### src/rtl/mem_arb_pkg.sv
// Shared types and constants for the two-port Memory bus arbiter.
// Holds the state/owner encodings and the default bus widths.
package mem_arb_pkg;

    localparam int ADDR_W_DEF = 7;
    localparam int DATA_W_DEF = 32;
    localparam int WAIT_W     = 4;

    typedef enum logic [1:0] {
        ST_IDLE = 2'b00,
        ST_OWN0 = 2'b01,
        ST_OWN1 = 2'b10
    } arb_state_t;

    typedef enum logic {
        P0 = 1'b0,
        P1 = 1'b1
    } port_id_t;

    function automatic port_id_t other_port(input port_id_t p);
        return (p == P0) ? P1 : P0;
    endfunction

endpackage

### src/rtl/mem_bus_arbiter_if.sv
// Requester and Memory-side signal bundle of the arbiter.
// A requester holds req and its fields until it sees gnt; each gnt cycle is one beat.
interface mem_bus_arbiter_if
    import mem_arb_pkg::*;
#(
    parameter int ADDR_W = ADDR_W_DEF,
    parameter int DATA_W = DATA_W_DEF
) ();

    logic              r0_req;
    logic              r0_we;
    logic              r0_lock;
    logic [ADDR_W-1:0] r0_addr;
    logic [DATA_W-1:0] r0_wdata;
    logic              r0_gnt;
    logic              r0_rvalid;

    logic              r1_req;
    logic              r1_we;
    logic              r1_lock;
    logic [ADDR_W-1:0] r1_addr;
    logic [DATA_W-1:0] r1_wdata;
    logic              r1_gnt;
    logic              r1_rvalid;

    logic [DATA_W-1:0] rdata;
    logic              mem_cs;
    logic              mem_we;
    logic [ADDR_W-1:0] mem_addr;
    logic [DATA_W-1:0] mem_wdata;
    logic [DATA_W-1:0] mem_rdata;

    modport slave (
        input  r0_req, r0_we, r0_lock, r0_addr, r0_wdata,
        input  r1_req, r1_we, r1_lock, r1_addr, r1_wdata,
        input  mem_rdata,
        output r0_gnt, r0_rvalid, r1_gnt, r1_rvalid,
        output rdata, mem_cs, mem_we, mem_addr, mem_wdata
    );

    modport master (
        output r0_req, r0_we, r0_lock, r0_addr, r0_wdata,
        output r1_req, r1_we, r1_lock, r1_addr, r1_wdata,
        output mem_rdata,
        input  r0_gnt, r0_rvalid, r1_gnt, r1_rvalid,
        input  rdata, mem_cs, mem_we, mem_addr, mem_wdata
    );

endinterface

### src/rtl/mem_arb_wait_ctr.sv
// Per-port wait counter: counts cycles spent requesting without a grant.
// Saturates instead of wrapping so a long lock cannot hide starvation.
module mem_arb_wait_ctr
    import mem_arb_pkg::*;
(
    input  logic              CLK,
    input  logic              RST,
    input  logic              req,
    input  logic              gnt,
    output logic [WAIT_W-1:0] cnt
);

    always_ff @(posedge CLK) begin
        if (RST) begin
            cnt <= '0;
        end else if (gnt) begin
            cnt <= '0;
        end else if (req && (cnt != '1)) begin
            cnt <= cnt + 1'b1;
        end
    end

endmodule

### src/rtl/mem_bus_arbiter.sv
// Shares the single-port Memory between the CPU (port 0) and a secondary master (port 1).
// Registered owner FSM, address/data mux and read-data capture register.
module mem_bus_arbiter
    import mem_arb_pkg::*;
#(
    parameter int ADDR_W   = ADDR_W_DEF,
    parameter int DATA_W   = DATA_W_DEF,
    parameter int MAX_WAIT = 4,
    parameter int CPU_PRIO = 0
) (
    input  logic       CLK,
    input  logic       RST,
    mem_bus_arbiter_if.slave bus,
    output arb_state_t dbg_state
);

    localparam logic [WAIT_W-1:0] MAX_WAIT_C = WAIT_W'(MAX_WAIT);

    arb_state_t        state;
    arb_state_t        state_nxt;
    port_id_t          last_served;
    port_id_t          eff_last;
    port_id_t          nls;
    port_id_t          win;
    logic              gnt0;
    logic              gnt1;
    logic [WAIT_W-1:0] wait0;
    logic [WAIT_W-1:0] wait1;
    logic [WAIT_W-1:0] wait_nls;
    logic [ADDR_W-1:0] addr_mux;
    logic [DATA_W-1:0] wdata_mux;
    logic              we_mux;
    logic [DATA_W-1:0] rdata_q;
    logic              rvalid0_q;
    logic              rvalid1_q;

    assign gnt0 = (state == ST_OWN0);
    assign gnt1 = (state == ST_OWN1);

    mem_arb_wait_ctr u_wait0 (
        .CLK (CLK),
        .RST (RST),
        .req (bus.r0_req),
        .gnt (gnt0),
        .cnt (wait0)
    );

    mem_arb_wait_ctr u_wait1 (
        .CLK (CLK),
        .RST (RST),
        .req (bus.r1_req),
        .gnt (gnt1),
        .cnt (wait1)
    );

    // The beat in progress already counts as served when choosing the next owner.
    always_comb begin
        eff_last = last_served;
        if (gnt0) begin
            eff_last = P0;
        end else if (gnt1) begin
            eff_last = P1;
        end
        nls      = other_port(eff_last);
        wait_nls = (nls == P0) ? wait0 : wait1;
        if ((wait_nls >= MAX_WAIT_C) || (CPU_PRIO == 0)) begin
            win = nls;
        end else begin
            win = P0;
        end

        state_nxt = ST_IDLE;
        if (gnt0 && bus.r0_req && bus.r0_lock) begin
            state_nxt = ST_OWN0;
        end else if (gnt1 && bus.r1_req && bus.r1_lock) begin
            state_nxt = ST_OWN1;
        end else if (bus.r0_req && bus.r1_req) begin
            state_nxt = (win == P0) ? ST_OWN0 : ST_OWN1;
        end else if (bus.r0_req) begin
            state_nxt = ST_OWN0;
        end else if (bus.r1_req) begin
            state_nxt = ST_OWN1;
        end
    end

    always_ff @(posedge CLK) begin
        if (RST) begin
            state       <= ST_IDLE;
            last_served <= P1;
        end else begin
            state <= state_nxt;
            if (gnt0) begin
                last_served <= P0;
            end else if (gnt1) begin
                last_served <= P1;
            end
        end
    end

    always_comb begin
        addr_mux  = '0;
        wdata_mux = '0;
        we_mux    = 1'b0;
        if (gnt0) begin
            addr_mux  = bus.r0_addr;
            wdata_mux = bus.r0_wdata;
            we_mux    = bus.r0_we;
        end else if (gnt1) begin
            addr_mux  = bus.r1_addr;
            wdata_mux = bus.r1_wdata;
            we_mux    = bus.r1_we;
        end
    end

    // Memory drives mem_rdata at the negedge of the beat; capture it at the closing posedge.
    always_ff @(posedge CLK) begin
        if (RST) begin
            rdata_q   <= '0;
            rvalid0_q <= 1'b0;
            rvalid1_q <= 1'b0;
        end else begin
            rvalid0_q <= gnt0 & ~bus.r0_we;
            rvalid1_q <= gnt1 & ~bus.r1_we;
            if ((gnt0 | gnt1) & ~we_mux) begin
                rdata_q <= bus.mem_rdata;
            end
        end
    end

    assign bus.r0_gnt    = gnt0;
    assign bus.r1_gnt    = gnt1;
    assign bus.r0_rvalid = rvalid0_q;
    assign bus.r1_rvalid = rvalid1_q;
    assign bus.rdata     = rdata_q;
    assign bus.mem_cs    = gnt0 | gnt1;
    assign bus.mem_we    = we_mux;
    assign bus.mem_addr  = addr_mux;
    assign bus.mem_wdata = wdata_mux;
    assign dbg_state     = state;

endmodule

### src/flat_wrapper.sv
// flat-port wrapper written by rule: the top's interface ports become plain ports
module mem_bus_arbiter_flat import mem_arb_pkg::*;
#(
    parameter int ADDR_W   = ADDR_W_DEF,
    parameter int DATA_W   = DATA_W_DEF,
    parameter int MAX_WAIT = 4,
    parameter int CPU_PRIO = 0
)
  (CLK, RST, dbg_state, bus_r0_req, bus_r0_we, bus_r0_lock, bus_r0_addr, bus_r0_wdata, bus_r1_req, bus_r1_we, bus_r1_lock, bus_r1_addr, bus_r1_wdata, bus_mem_rdata, bus_r0_gnt, bus_r0_rvalid, bus_r1_gnt, bus_r1_rvalid, bus_rdata, bus_mem_cs, bus_mem_we, bus_mem_addr, bus_mem_wdata);
  mem_bus_arbiter_if #(.ADDR_W(ADDR_W), .DATA_W(DATA_W)) bus_i ();
  input  logic CLK;
  input  logic RST;
  output arb_state_t dbg_state;
  input wire logic [$bits(bus_i.r0_req)-1:0] bus_r0_req;
  input wire logic [$bits(bus_i.r0_we)-1:0] bus_r0_we;
  input wire logic [$bits(bus_i.r0_lock)-1:0] bus_r0_lock;
  input wire logic [$bits(bus_i.r0_addr)-1:0] bus_r0_addr;
  input wire logic [$bits(bus_i.r0_wdata)-1:0] bus_r0_wdata;
  input wire logic [$bits(bus_i.r1_req)-1:0] bus_r1_req;
  input wire logic [$bits(bus_i.r1_we)-1:0] bus_r1_we;
  input wire logic [$bits(bus_i.r1_lock)-1:0] bus_r1_lock;
  input wire logic [$bits(bus_i.r1_addr)-1:0] bus_r1_addr;
  input wire logic [$bits(bus_i.r1_wdata)-1:0] bus_r1_wdata;
  input wire logic [$bits(bus_i.mem_rdata)-1:0] bus_mem_rdata;
  output wire logic [$bits(bus_i.r0_gnt)-1:0] bus_r0_gnt;
  output wire logic [$bits(bus_i.r0_rvalid)-1:0] bus_r0_rvalid;
  output wire logic [$bits(bus_i.r1_gnt)-1:0] bus_r1_gnt;
  output wire logic [$bits(bus_i.r1_rvalid)-1:0] bus_r1_rvalid;
  output wire logic [$bits(bus_i.rdata)-1:0] bus_rdata;
  output wire logic [$bits(bus_i.mem_cs)-1:0] bus_mem_cs;
  output wire logic [$bits(bus_i.mem_we)-1:0] bus_mem_we;
  output wire logic [$bits(bus_i.mem_addr)-1:0] bus_mem_addr;
  output wire logic [$bits(bus_i.mem_wdata)-1:0] bus_mem_wdata;
  assign bus_i.r0_req = bus_r0_req;
  assign bus_i.r0_we = bus_r0_we;
  assign bus_i.r0_lock = bus_r0_lock;
  assign bus_i.r0_addr = bus_r0_addr;
  assign bus_i.r0_wdata = bus_r0_wdata;
  assign bus_i.r1_req = bus_r1_req;
  assign bus_i.r1_we = bus_r1_we;
  assign bus_i.r1_lock = bus_r1_lock;
  assign bus_i.r1_addr = bus_r1_addr;
  assign bus_i.r1_wdata = bus_r1_wdata;
  assign bus_i.mem_rdata = bus_mem_rdata;
  assign bus_r0_gnt = bus_i.r0_gnt;
  assign bus_r0_rvalid = bus_i.r0_rvalid;
  assign bus_r1_gnt = bus_i.r1_gnt;
  assign bus_r1_rvalid = bus_i.r1_rvalid;
  assign bus_rdata = bus_i.rdata;
  assign bus_mem_cs = bus_i.mem_cs;
  assign bus_mem_we = bus_i.mem_we;
  assign bus_mem_addr = bus_i.mem_addr;
  assign bus_mem_wdata = bus_i.mem_wdata;
  mem_bus_arbiter #(.ADDR_W(ADDR_W), .DATA_W(DATA_W), .MAX_WAIT(MAX_WAIT), .CPU_PRIO(CPU_PRIO)) u_core (.CLK(CLK), .RST(RST), .bus(bus_i), .dbg_state(dbg_state));
endmodule
### config.mk
export PLATFORM = sky130hd
export DESIGN_NAME = mem_bus_arbiter_flat
export DESIGN_NICKNAME = d
export VERILOG_FILES = /design/src/rtl/mem_arb_pkg.sv /design/src/rtl/mem_bus_arbiter_if.sv /design/src/rtl/mem_arb_wait_ctr.sv /design/src/rtl/mem_bus_arbiter.sv /design/src/flat_wrapper.sv
export SDC_FILE = /design/constraint.sdc
export NUM_CORES = 1
export LEC_CHECK = 0
export CAP_MARGIN = 25
export CORE_UTILIZATION = 34
export DETAILED_ROUTE_END_ITERATION = 16
export PLACE_DENSITY = 0.94
export SYNTH_ARGS = -nofsm -noshare
export SYNTH_HDL_FRONTEND = slang
export SYNTH_SLANG_ARGS = --single-unit
### constraint.sdc
create_clock -name CLK -period 4.3 [get_ports CLK]
set_input_delay 0.86 -clock CLK [delete_from_list [all_inputs] [get_ports CLK]]
set_output_delay 0.86 -clock CLK [all_outputs]
set_load 0.005 [all_outputs]
Fig. 1: run 1, selected gate families
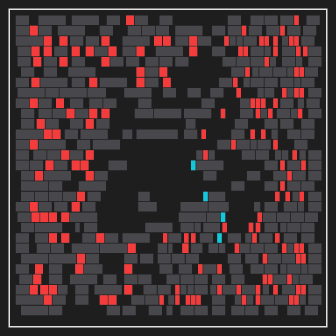
family	color	cells	most used
inverters	cyan	4	inv_1
NAND gates	red	147	nand2_1
final std cells w/o fill: 559
Commonest Layout Cell: clkdlybuf4s50_1
Comb/total area: 31.1%

Fig. 2: run 1, clock wiring as the flow saved it
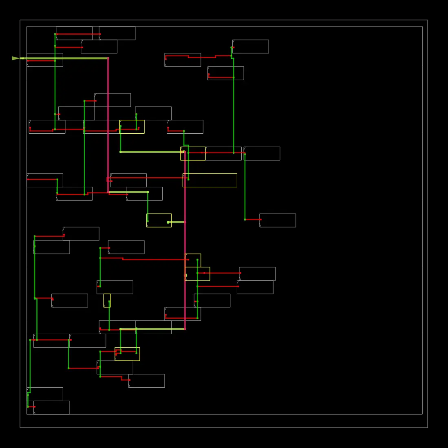
Flops: 37
clk ins delay skew pair: 290 ps
Sinks on Clock Net: 37

Fig. 3: run 1, sequential cells colored by netlist name
Other sequential cells in the stronger gray, the rest of the logic in the fainter gray.
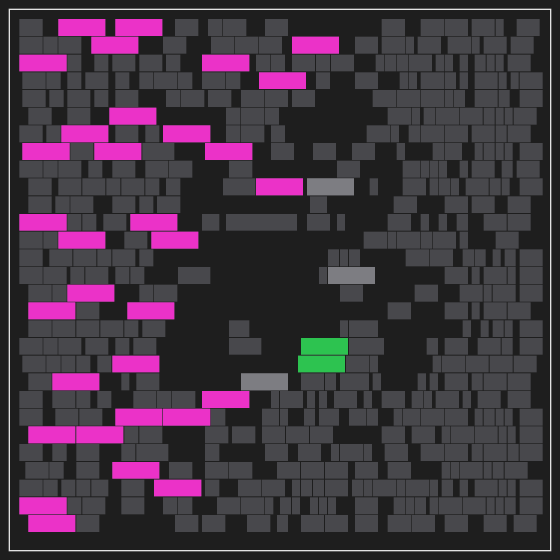
name in the netlist	color	placed flops
u_core.bus.rdata	magenta	32
u_core.dbg_state	green	2
total area of sequential cells: 741 um2
Final Util: 67.9%
fraction of area in registers: 17.2%
Seq power: 0.394 mW

Fig. 4: run 1, met1 routing
Supply wires on this layer in gray.
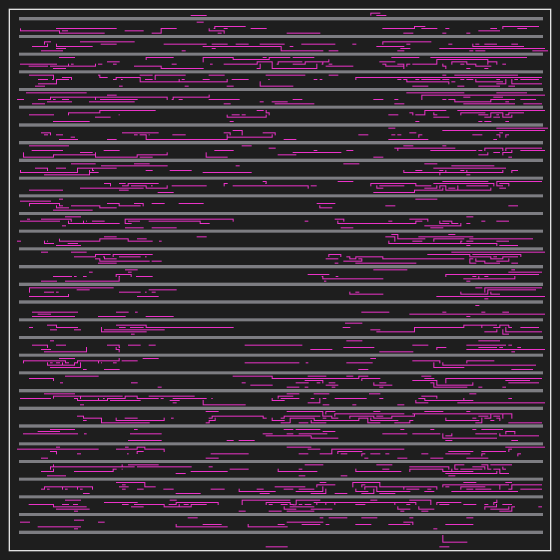
share of all routed wire	39%
wire length on this layer	2870 um
longest straight run	28.5 um
nets with wire on the layer	509
main direction	horizontal
DRT Wirelength: 7420 um
met1 Use GR: 21.8%
Vias: 2576

==> flow_summary.ini, run 1 <==
; physical design summary
[status]
outcome = complete, no violations

[grt]
first_global_vias = 2524
grt_antenna_before_repair = 0
globalRoute.totalOverflow = 0

[clock_tree]
clockBufferDepth = 2
cts_max_level = 2
cts_hold_buf = 0

[die]
chipWidth_um = 82.9
core-area_um2 = 6350
die_h_um = 82.9
dieArea_um2 = 6880
pin_count = 197
fp_util_pct = 35.1
rows = 29

[setup_path]
rr_worst_depth = 5
cp_top_family = buffers and inverters
crit_arrival_ps = 2500
start_kind = register
worstPathMaxFanout = 21
required_ps = 3440
critPathCaptureType = output port
critPathBufInv = 3
regToRegStartpoint = u_core.dbg_state[1]
crit_type = register to output port
cp_slowest_cell = ha_1
crit_chain = inv_1, ha_1, buf_4, nand2_1, o21ai_0, clkdlybuf4s50_1

[cells_and_area]
drive_gt1_share_pct = 3.11
mostFrequentLayoutCells = clkdlybuf4s50_1 (196), nand2_1 (82), nand2b_1 (64)
fillers = 514
diodes = 0
logic_area_um2 = 1340
area_delta_synth_final_pct = 93.6

[synthesis]
synth-seq-cells = 37
yosysWarningCount = 0
floorplan.nets = 418
syn_area_um2 = 2230
netlist.area_leader.share_pct = 33.3
ys_seq_share_pct = 33.3
synth_cell_types = 20
synth_top_cell_by_area = dfxtp_1
synth.avg_cell_area_um2 = 7.50

[job]
cap_violations = 0

[placed_design]
dpl_worst_slack_ps = 1240
place_congestion = 0.868
dpl.hpwl_um = 5850
portBuffers = 196

[timing]
grt_setup_unrepaired = false
slew_violations = 0
finalCritPeriodShare_pct = 78.0
fin_ws_ps = 945
fin_crit_ps = 3360
final.setup.tns_ps = 0
max_freq_mhz = 298
setup_viol = 0

[routing]
drtIter0Drc = 77
drtAntennaViolNets = 0
wire_per_inst_um = 13.3
drtPass1Iterations = 4
drc = 0
via_per_inst = 4.61

[worst_hold_path]
whs_endpoint = u_core.bus.rdata[11]
whs_path_depth = 2
worstHoldStart = u_core.bus.rdata[11]

[pwr]
power_density_nw_per_um2 = 256
total_power_mw = 1.10
peakVddDrop_mv = 0.217
p_leak_nw = 1.59
[run 1: cells by family after synthesis]
group,Yosys count,share of synthesized area [%]
AND-OR/OR-AND,45,10.8
adder cells (fa/ha/maj),3,1.69
buffers and inverters,29,6.63
flip-flops,37,33.3
multiplexers,32,14.4
AND/OR/NAND/NOR,151,33.2
[run 1: layout make-up]
type / count / area share (%)
Timing Repair Buffer: 202 / 46.5
Inverter: 4 / 0.348
Multi-Input combinational cell: 231 / 31.1
Sequential cell: 37 / 17.2
Clock inverter: 2 / 0.900
Clock buffer: 6 / 1.68
Tap cell: 77 / 2.23
[run 1: worst min-delay path: stages, from the launching register on]
cell	delay [ps]
dfxtp_1	310
nand2b_1	60
mux2i_1	60
[run 1: how the worst max path moves through the flow]
| stage | to | cells after the start | from |
|---|---|---|---|
| after floorplan | bus_mem_wdata[30] | 6 | u_core.dbg_state[1] |
| after global placement | bus_mem_we | 4 | bus_r1_we |
| after detailed placement | bus_mem_wdata[7] | 6 | u_core.dbg_state[0] |
| after CTS | bus_mem_wdata[7] | 6 | u_core.dbg_state[0] |
| after global routing | bus_mem_wdata[8] | 6 | u_core.dbg_state[0] |
| final | bus_mem_wdata[7] | 6 | u_core.dbg_state[0] |
[run 1: where the power goes]
part | leakage, nW | total (mW) | internal (mW) | switching (mW)
registers | 0.303 | 0.394 | 0.376 | 0.0180
clock network | 0.0554 | 0.303 | 0.174 | 0.129
logic | 1.23 | 0.407 | 0.267 | 0.140
[run 1: through the flow]
stage	hold WS, ps	cell area (um2)
after CTS	480	4310
after global routing	491	4310
after global placement	457	4200
final	475	4310
after detailed placement	462	4200
after floorplan	465	2230
[run 1: routing by layer]
metal	up-vias	part of all wire (%)	global-route usage, %
met2	121	51	39.9
met1	1124	39	21.8
met4	0	1.8	6.74
met5	-	0	0
met3	12	8.3	5.86
li1	1319	-	-
[run 1: synth_stat cells, drive strengths merged]
master and count:
a21oi 1, nand2 82, buf 6, and4b 1, o2111ai 1, a21bo 1
ha 3, nor3 1, dfxtp 37, nand2b 64, nor3b 1, o211a 1
mux2i 32, o21ai 40, nand3 1, clkbuf 19, nor2 1, o21bai 1
inv 4
[run 1: state kept, by name (all words and copies together), names as in the netlist]
name,count
u_core.bus.rdata,32
u_core.bus.r0_rvalid,1
u_core.bus.r1_rvalid,1
u_core.last_served,1
u_core.dbg_state,2
--- run 2 (diff from run 1) ---
--- a/config.mk
+++ b/config.mk
@@ -6,9 +6,9 @@
 export NUM_CORES = 1
 export LEC_CHECK = 0
 export CAP_MARGIN = 25
-export CORE_UTILIZATION = 34
+export CORE_UTILIZATION = 32
 export DETAILED_ROUTE_END_ITERATION = 16
-export PLACE_DENSITY = 0.94
+export PLACE_DENSITY = 0.9
 export SYNTH_ARGS = -nofsm -noshare
 export SYNTH_HDL_FRONTEND = slang
 export SYNTH_SLANG_ARGS = --single-unit
==> constraint.sdc (replaced) <==
create_clock -name CLK -period 3.1 [get_ports CLK]
set_input_delay 0.62 -clock CLK [delete_from_list [all_inputs] [get_ports CLK]]
set_output_delay 0.62 -clock CLK [all_outputs]
set_load 0.005 [all_outputs]
==> run 2 against run 1 <==
Synthesized cell count stayed put. Critical path type unchanged. Register-to-register slack worse by 490 ps. Global-route usage is 1.8 points lower. Flip-flop count stayed put. Final cell count is 0.54% higher. First-iteration DRC count is 7.8% lower. Synthesized area stayed put. Largest power group unchanged.
==> flow_summary.ini, run 2 <==
; physical design summary
[routing]
routed_wl_um = 7340
drtAntennaViolNets = 0
wire_per_inst_um = 13.1
vias = 2584
drc = 0
drtIter0Drc = 71
drtPass1Iterations = 4
via_per_inst = 4.60

[synthesis]
synth_cells = 297
ff_type = dfxtp_1
synth_cell_types = 20
synth.top_cells.by_count = nand2_1 (82), nand2b_1 (64), o21ai_0 (40), dfxtp_1 (37), mux2i_1 (32)
yosysWarningCount = 0
synth.avg_cell_area_um2 = 7.50
syn_area_um2 = 2230
yosysMostFrequentCell = nand2_1
yosys-top-cells-area = dfxtp_1 (33%), nand2b_1 (18%), mux2i_1 (14%)
edf_count = 0
synth_top_cell_by_area = dfxtp_1
synth-seq-cells = 37
ys_seq_share_pct = 33.3
ys_area_um2 = 2230
async_flop_share_pct = 0
floorplan.nets = 418
netlist.area_leader.share_pct = 33.3

[timing]
slew_headroom_pct = 74.9
tightest_slew_ps = 376
slew_violations = 0
fin_crit_ps = 2710
grt_setup_unrepaired = false
final.setup.tns_ps = 0
setup_viol = 0
finalCritPeriodShare_pct = 87.4
max_freq_mhz = 369

[cells_and_area]
mostFrequentLayoutCells = clkdlybuf4s50_1 (196), nand2_1 (82), nand2b_1 (64)
layout.cells.most_common = clkdlybuf4s50_1
post-route-util_pct = 63.8
largest_reg_flops = 32
area_delta_synth_final_pct = 93.7
diodes = 0
drive_gt1_share_pct = 3.11

[setup_path]
max_stage_delay_ps = 540
cp_slowest_cell = clkdlybuf4s50_1
rr_worst_depth = 6
start_kind = register
crit_arrival_ps = 2090
critPathCaptureType = output port
crit_type = register to output port
crit_chain = inv_1, ha_1, buf_12, nand2_1, o21ai_0, clkdlybuf4s50_1
worstPathMaxFanout = 36
required_ps = 2480

[worst_hold_path]
whs_path_depth = 2
hold_class = register to register

[pwr]
intPower_mw = 1.06
p_sw_mw = 0.392
p_sw_share_pct = 27.1
power_density_nw_per_um2 = 336
sequentialPowerShare_pct = 37.7
peakVddDrop_mv = 0.298
p_leak_nw = 1.58
clkPwrFrac_pct = 22.9
power_frac_comb_pct = 39.4

[die]
pin_count = 197
rows = 30
die_h_um = 85.4
fp_util_pct = 33.0
chipWidth_um = 85.4
core-area_um2 = 6760
dieArea_um2 = 7300

[clock_tree]
clockBufferDepth = 2
cts_root_buffer = clkbuf_8
clock_sinks = 37
cts_max_level = 2
post-cts-setup-buffers = 0
clk_pin_slew_worst_paths_ps = 80
cts_hold_buf = 0

[grt]
first_global_vias = 2512
globalRoute.totalOverflow = 0
grt_antenna_before_repair = 0
grt_usage_pct = 19.1
grt_pass1_wl_um = 11300
grt_max_degree = 64

[status]
outcome = complete, no violations

[placed_design]
portBuffers = 196
dpl.hpwl_um = 5760
place_congestion = 0.743

[job]
cap_violations = 0
-- run 2: stage by stage --
step,area [um2],std cells,hold slack [ps],setup slack [ps],power (mW)
6_report,4310,562,475,390,1.45
3_5_place_dp,4230,554,462,614,1.13
3_3_place_gp,4230,554,457,618,1.12
4_1_cts,4310,562,479,364,1.47
2_1_floorplan,2230,297,465,1320,0.771
5_1_grt,4310,562,498,272,1.53
-- run 2: critical path, delay by kind of cell, from the launching register on --
kind                       cells  cell delay, ps
buffers and inverters          3             860
DFF                            1             330
AOI/OAI and AO/OA              1             200
and+or+nand+nor                1              70
adders and majority gates      1             360
-- run 2: final timing paths --
| check | endpoint | start | slack (ps) |
|---|---|---|---|
| setup reg to reg | u_core.bus.rdata[12] | u_core.dbg_state[0] | 1330 |
| hold reg to reg | u_core.bus.rdata[30] | u_core.bus.rdata[30] | 480 |
| hold / removal | u_core.bus.rdata[30] | u_core.bus.rdata[30] | 480 |
| setup / recovery | bus_mem_wdata[11] | u_core.dbg_state[0] | 390 |
-- run 2: kinds of logic after synthesis --
kind of cell,synth area share (%)
buf+inv,6.63
compound gates,10.8
flops,33.3
fa+ha+maj,1.69
mux,14.4
simple gates,33.2
-- run 2: power groups by stage --
stage               clock, mW  sequential, mW  combinational (mW)
finish                  0.332           0.546               0.571
global route            0.363           0.552               0.619
CTS                     0.343           0.547               0.576
detailed placement          0           0.557               0.574
global placement            0           0.555               0.565
floorplan                   0           0.559               0.212
-- run 2: final cells by class --
cell class                 instances  area [um2]
inverter                           4        15.0
sequential                        37         741
timing repair buffer             202        2030
clock buffer                       7        76.3
tap                               80         100
clock inverter                     1        7.51
fill                             568        2440
multi-input combinational        231        1340
-- run 2: metal layers --
metal  GRT usage, %  share of wire (%)
met1           19.9                 39
met2           34.8                 48
met3           6.23                9.3
met4           9.09                3.4
met5              0                  0
Fig. 5: run 2, clock wiring as the flow saved it
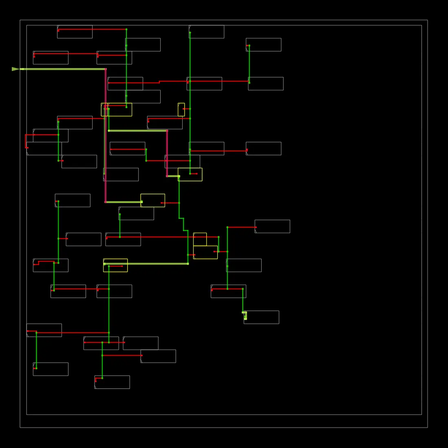
skew final: 10.8 ps
clock buffers: 7
clock network power: 0.332 mW
clk ins delay skew pair: 280 ps

--- run 3 (diff from run 2) ---
--- a/config.mk
+++ b/config.mk
@@ -7,6 +7,7 @@
 export LEC_CHECK = 0
 export CAP_MARGIN = 25
 export CORE_UTILIZATION = 32
+export CTS_BUF_LIST = sky130_fd_sc_hd__clkbuf_4 sky130_fd_sc_hd__clkbuf_8
 export DETAILED_ROUTE_END_ITERATION = 16
 export PLACE_DENSITY = 0.9
 export SYNTH_ARGS = -nofsm -noshare
==> run 3 against run 2 <==
Critical path depth is the same. Hold slack is essentially flat. Wire length is essentially flat. Synthesized area is the same. Sequential share of layout area is essentially flat. Count of clock-buffer cells in the layout is the same. First-iteration DRC count shrank 14%. Die area is the same. Utilization grew 0.11 points. Worst setup slack lost 0.72 ps. Largest power group unchanged. Highest routed layer unchanged.
==> flow_summary.ini, run 3 <==
; physical design summary
[status]
outcome = complete, no violations

[pwr]
p_sw_share_pct = 26.8
p_sw_mw = 0.393
p_leak_nw = 1.58
total_power_mw = 1.47

[grt]
grt_usage_pct = 19.2
globalRoute.totalOverflow = 0
grt_antenna_before_repair = 0
grt_pass1_wl_um = 11400
grt_max_degree = 64

[synthesis]
yosysWarningCount = 0
synth.avg_cell_area_um2 = 7.50
netlist.area_leader.share_pct = 33.3
yosys-top-cells-area = dfxtp_1 (33%), nand2b_1 (18%), mux2i_1 (14%)
async_flop_share_pct = 0
yosysMostFrequentCell = nand2_1
synth-seq-cells = 37

[routing]
drtIter0Drc = 61
drtPass1Iterations = 4
via_per_inst = 4.59
wire_per_inst_um = 13.1

[setup_path]
critPathCaptureType = output port
required_ps = 2480
start_kind = register
critPathBufInv = 3
worstPathMaxFanout = 36
cp_top_family = buffers and inverters
crit_chain = inv_1, ha_1, buf_12, nand2_1, o21ai_0, clkdlybuf4s50_1

[placed_design]
place_congestion = 0.743
dpl.hpwl_um = 5760

[timing]
tightest_slew_ps = 366
max_freq_mhz = 369
slew_headroom_pct = 75.6
slew_violations = 0
whs_ps = 475

[cells_and_area]
layout.cells.most_common = clkdlybuf4s50_1
largest_reg_flops = 32
drive_gt1_share_pct = 3.53

[job]
cap_violations = 0

[clock_tree]
clockBufferDepth = 2
clk_pin_slew_worst_paths_ps = 80
post-cts-setup-buffers = 0
cts_max_level = 2
cts_hold_buf = 0

[die]
dieArea_um2 = 7300
## run 3: cell count changes in the layout (fill, tap and decap cells not counted)
cell and delta:
clkbuf_4 +2, clkbuf_1 -2
## run 3: through the flow
| step | setup WS (ps) | utilization (%) | instance area, um2 |
|---|---|---|---|
| floorplan | 1320 | - | 2230 |
| global placement | 618 | 62.6 | 4230 |
| detailed placement | 614 | 62.6 | 4230 |
| CTS | 363 | 63.9 | 4320 |
| global route | 272 | 63.9 | 4320 |
| finish | 390 | 63.9 | 4320 |
## run 3: power groups by stage
stage | Sequential [mW] | Combinational, mW | Clock (mW)
global placement | 0.555 | 0.565 | 0
global route | 0.552 | 0.619 | 0.382
detailed placement | 0.557 | 0.574 | 0
finish | 0.546 | 0.571 | 0.350
floorplan | 0.559 | 0.212 | 0
CTS | 0.547 | 0.576 | 0.363
## run 3: final cells by class
| type | instances | area (um2) | share of cell area, % |
|---|---|---|---|
| Timing Repair Buffer | 202 | 2030 | 47.0 |
| Multi-Input combinational cell | 231 | 1340 | 31.0 |
| Sequential cell | 37 | 741 | 17.1 |
| Tap cell | 80 | 100 | 2.32 |
| Clock buffer | 7 | 83.8 | 1.94 |
| Inverter | 4 | 15.0 | 0.348 |
| Clock inverter | 1 | 7.51 | 0.174 |
## run 3: kinds of logic after synthesis
logic type | count (synthesis) | share of synthesized area, %
AND-OR/OR-AND | 45 | 10.8
adder cells (fa/ha/maj) | 3 | 1.69
buffers and inverters | 29 | 6.63
flip-flops | 37 | 33.3
multiplexers | 32 | 14.4
AND/OR/NAND/NOR | 151 | 33.2
## run 3: per-layer routing
layer,vias up,share of wire (%),global-route usage [%],wire length [um]
met1,1109,39,20.0,2860
met4,0,3.4,9.09,248
met2,131,49,35.0,3580
met5,-,0,0,0
met3,20,9.0,5.93,659
li1,1319,-,-,-
## run 3: worst paths after layout
kind,startpoint,end,slack [ps],cells past startpoint
setup / recovery,u_core.dbg_state[0],bus_mem_wdata[11],390,6
setup reg to reg,u_core.dbg_state[0],u_core.bus.rdata[12],1340,6
hold reg to reg,u_core.bus.rdata[30],u_core.bus.rdata[30],470,2
hold / removal,u_core.bus.rdata[30],u_core.bus.rdata[30],470,2
## run 3: worst min-delay path, cell delays in order, from the launching register on
cell,delay [ps]
dfxtp_1,320
nand2b_1,60
mux2i_1,60
Fig. 6: run 3, clock wiring as the flow saved it
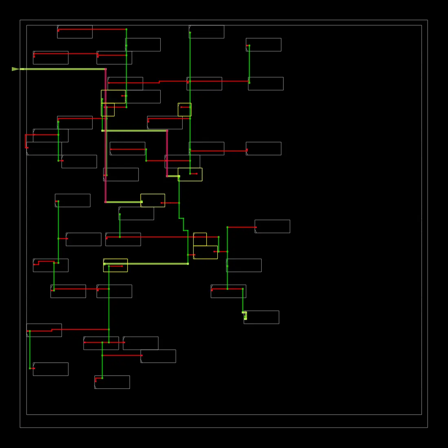
skew final: 11.0 ps
clock network power: 0.350 mW
CTS buffer count: 5

No activity file was given, so power comes from the tool's default toggle rates.
